File: src/rtl/id_ex_stage.sv
// ID/EX pipeline register with EX-stage operand forwarding and load-use hazard detection.
// Forwarding is compiled in only when ID_EX_FORWARD_EN is defined; otherwise operands come straight from the stored register-file data.
module id_ex_stage #(
    parameter int DATA_W = 32,
    parameter int REG_AW = 5
) (
    input  logic              clk,
    input  logic              rst,
    input  logic              stall,
    input  logic              flush,
    input  logic [DATA_W-1:0] id_rs_data,
    input  logic [DATA_W-1:0] id_rt_data,
    input  logic [DATA_W-1:0] id_imm,
    input  logic [REG_AW-1:0] id_rs,
    input  logic [REG_AW-1:0] id_rt,
    input  logic [REG_AW-1:0] id_rd,
    input  logic [3:0]        id_func,
    input  logic              id_alusrc,
    input  logic              id_regdst,
    input  logic              id_regwrite,
    input  logic              id_memread,
    input  logic              id_memwrite,
    input  logic              id_memtoreg,
    input  logic              exmem_regwrite,
    input  logic [REG_AW-1:0] exmem_rd,
    input  logic [DATA_W-1:0] exmem_aluout,
    input  logic              memwb_regwrite,
    input  logic [REG_AW-1:0] memwb_rd,
    input  logic [DATA_W-1:0] memwb_wdata,
    output logic [DATA_W-1:0] alu_in1,
    output logic [DATA_W-1:0] alu_in2,
    output logic [3:0]        alu_func,
    output logic [DATA_W-1:0] ex_store_data,
    output logic [REG_AW-1:0] ex_wreg,
    output logic              ex_regwrite,
    output logic              ex_memread,
    output logic              ex_memwrite,
    output logic              ex_memtoreg,
    output logic              ex_valid,
    output logic              load_use_hazard
);

    // ex_valid marks a real instruction in EX; it is 0 for a bubble. There is no
    // ready input: stall holds the register, flush replaces its contents with a bubble.
    logic [DATA_W-1:0] r_rs_data, r_rt_data, r_imm;
    logic [REG_AW-1:0] r_rs, r_rt, r_rd;
    logic [3:0]        r_func;
    logic              r_alusrc, r_regdst, r_regwrite, r_memread, r_memwrite, r_memtoreg, r_valid;

    always_ff @(posedge clk) begin
        if (rst || flush) begin
            r_rs_data  <= '0;
            r_rt_data  <= '0;
            r_imm      <= '0;
            r_rs       <= '0;
            r_rt       <= '0;
            r_rd       <= '0;
            r_func     <= 4'b0000;
            r_alusrc   <= 1'b0;
            r_regdst   <= 1'b0;
            r_regwrite <= 1'b0;
            r_memread  <= 1'b0;
            r_memwrite <= 1'b0;
            r_memtoreg <= 1'b0;
            r_valid    <= 1'b0;
        end else if (!stall) begin
            r_rs_data  <= id_rs_data;
            r_rt_data  <= id_rt_data;
            r_imm      <= id_imm;
            r_rs       <= id_rs;
            r_rt       <= id_rt;
            r_rd       <= id_rd;
            r_func     <= id_func;
            r_alusrc   <= id_alusrc;
            r_regdst   <= id_regdst;
            r_regwrite <= id_regwrite;
            r_memread  <= id_memread;
            r_memwrite <= id_memwrite;
            r_memtoreg <= id_memtoreg;
            r_valid    <= 1'b1;
        end
    end

    logic [DATA_W-1:0] op_a;
    logic [DATA_W-1:0] rt_fwd;

`ifdef ID_EX_FORWARD_EN
    // EX/MEM is the younger result and wins over MEM/WB; register 0 is never forwarded.
    always_comb begin
        op_a = r_rs_data;
        if (exmem_regwrite && (exmem_rd == r_rs) && (r_rs != '0))
            op_a = exmem_aluout;
        else if (memwb_regwrite && (memwb_rd == r_rs) && (r_rs != '0))
            op_a = memwb_wdata;
    end

    always_comb begin
        rt_fwd = r_rt_data;
        if (exmem_regwrite && (exmem_rd == r_rt) && (r_rt != '0))
            rt_fwd = exmem_aluout;
        else if (memwb_regwrite && (memwb_rd == r_rt) && (r_rt != '0))
            rt_fwd = memwb_wdata;
    end
`else
    logic unused_fwd;
    assign unused_fwd = ^{exmem_regwrite, exmem_rd, exmem_aluout,
                          memwb_regwrite, memwb_rd, memwb_wdata};
    assign op_a   = r_rs_data;
    assign rt_fwd = r_rt_data;
`endif

    assign alu_in1       = op_a;
    assign alu_in2       = r_alusrc ? r_imm : rt_fwd;
    assign ex_store_data = rt_fwd;
    assign alu_func      = r_func;
    assign ex_wreg       = r_regdst ? r_rd : r_rt;
    assign ex_regwrite   = r_regwrite;
    assign ex_memread    = r_memread;
    assign ex_memwrite   = r_memwrite;
    assign ex_memtoreg   = r_memtoreg;
    assign ex_valid      = r_valid;

    // A load in EX whose destination is read by the instruction now in ID.
    assign load_use_hazard = r_valid && r_memread && (ex_wreg != '0) &&
                             ((ex_wreg == id_rs) || (ex_wreg == id_rt));

endmodule

File: config.mk
export PLATFORM = sky130hd
export DESIGN_NAME = id_ex_stage
export DESIGN_NICKNAME = d
export VERILOG_FILES = /design/src/rtl/id_ex_stage.sv
export SDC_FILE = /design/constraint.sdc
export NUM_CORES = 1
export LEC_CHECK = 0
export CELL_PAD_IN_SITES_DETAIL_PLACEMENT = 0
export CELL_PAD_IN_SITES_GLOBAL_PLACEMENT = 1
export CORE_MARGIN = 4
export CORE_UTILIZATION = 27
export CTS_CLUSTER_DIAMETER = 200
export DETAILED_ROUTE_END_ITERATION = 10
export HOLD_SLACK_MARGIN = 0.02
export PLACE_DENSITY = 0.92
export SYNTH_ARGS = -nofsm -noshare
export SYNTH_HDL_FRONTEND = slang
export SYNTH_SLANG_ARGS = --single-unit
File: constraint.sdc
create_clock -name clk -period 3 [get_ports clk]
set_clock_uncertainty 0.15 [all_clocks]
set_input_delay 0.75 -clock clk [delete_from_list [all_inputs] [get_ports clk]]
set_output_delay 0.75 -clock clk [all_outputs]
set_load 0.03 [all_outputs]
**Clock wiring as the flow saved it**

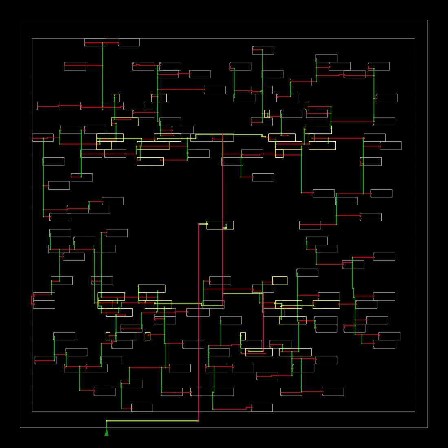
number of clock buffers inserted by TritonCTS: 17
CLK BUF: 23

**Placement by cell class**

Scale: 2 px per micron.
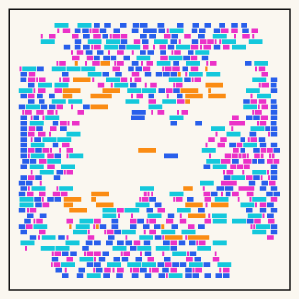
legend:
  registers:
    color: cyan
    cells: 117
  remaining buffers and delay cells:
    color: blue
    cells: 244
  remaining logic cells:
    color: magenta
    cells: 294
  clock drivers and dummy loads:
    color: orange
    cells: 32

**Pin placement**

Scale: 3 px per micron. Pins as bars across the die edge, other pins in gray.
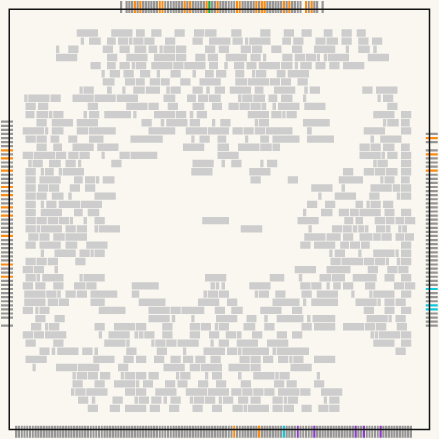
legend:
  stall:
    color: green
    pins: 1
    direction: input
    edge: top
  ex_store_data:
    color: orange
    pins: 32
    direction: output
    edge: 17 top, 10 left, 3 right, 2 bottom
  exmem_rd:
    color: purple
    pins: 5
    direction: input
    edge: bottom
  alu_func:
    color: cyan
    pins: 4
    direction: output
    edge: 3 right, 1 bottom

==> commit_impl_results.txt <==
Update PnR metrics after Yosys + OpenROAD run

* Setup Viol. Count Final: 0
* Post-Place Cell Area: 0.00727 sq mm
- The clock passes through at most 2 buffers.
- Clock-pin slew on the worst setup and hold paths: 0.05 ns
- Predominant post-synthesis flop cell: sky130_fd_sc_hd__dfxtp_1
- Signal routing reaches up to met4.
- Fraction of synthesis flops using an asynchronous set or reset pin: 0%
* Utilization after layout: 47.0%
* Multi-Input Combinational: 289
* Clk sink count: 117
* Worst Hold Class: reg -> reg
- Root cell of the clock tree: sky130_fd_sc_hd__clkbuf_16
- Proportion of layout cells with a drive suffix above 1: 12.1%
- Avg WL per Cell: 15.0 microns
- Wire length of the first global-routing pass: 21400 microns
- The final report lists a non-filler cell total of 907.
- Met3 WL: 805 microns
- Synth Cell Area: 0.00467 sq mm
* Overall routing resource usage: 13.7%
- Sequential fraction of the synthesis area: 50.1%
- Critical path fanouts, max: 2
- The count of nets left with antenna violations once routing finished came out at 0.
- Dpl ws: 0.0747 ns
- Part of the power in combinational logic: 14.1%
- Slew @ Worst Pin: 0.582 ns
* TritonCTS clock tree: yes
- Routed length on met2: 6710 microns
- Clock share of power: 47.3%
- Leading post-synthesis cells by cell area: sky130_fd_sc_hd__dfxtp_1 (50%), sky130_fd_sc_hd__mux2i_1 (25%), sky130_fd_sc_hd__nor2_1 (9.4%)
* Internal Dissipation: 3.24 mW
* Net Count, Synth: 643
- Type of element launching the critical path: input pin
- The run finished with clean final reports.
* Critical path start-end classification: in -> out
- # Taps: 220
- After synthesis, the largest area contributor takes up 50.1% of total cell area.
- Area delta synth->final: 68.4%
- Of the total synthesized cell area, the portion taken by full adders, half adders and majority gates is 0%.
- The number of antenna violations at the first check in global routing is 0.
- For this block, wires on met1 add up to 5850 microns.
* HPWL Detailed: 9530 microns
* # Cells Yosys: 442
* Clock period minus worst slack: 2.94 ns
- Counting tap cells, the placed design contains a total of 873 instances.
- # IOs: 312
* Cell class with the largest area share: non-clock buffers
- CORE AREA: 0.0168 sq mm
- In the global route stage, met3 resource usage came out at 4.60%.
* Leftover overflow at the end of global routing: 0
- For reference, the post-synthesis area per instance comes to 10.6 sq um.
- For this run, global-route usage on met2 was measured as 23.3%.
* And+or+nand+nor area frac: 10.3%
- Leak pwr: 3.40 nW
* IR Drop Worst-Case VDD: 0.348 mV
- Setup repair after global routing left no endpoint under its margin.
* Sequential group power: 1.64 mW
- The switching component of the power was reported as 1.00 mW.
* Hold bufs inserted after CTS: 0
==> worst max-delay path, stage by stage <==
cell	delay, ns
sky130_fd_sc_hd__clkdlybuf4s50_1	0.45
sky130_fd_sc_hd__xnor2_1	0.16
sky130_fd_sc_hd__nor3_2	0.15
sky130_fd_sc_hd__nand3_1	0.11
sky130_fd_sc_hd__a211oi_2	0.22
sky130_fd_sc_hd__buf_4	0.19
==> path summary, 6_finish.rpt <==
kind	end	slack [ns]	cells after the start
setup reg to reg	r_regdst	2.07	3
hold / removal	ex_valid	0.32	2
setup / recovery	load_use_hazard	0.06	6
hold reg to reg	ex_valid	0.32	2
Power figures rest on the tool's default switching activity, not on a simulated workload.
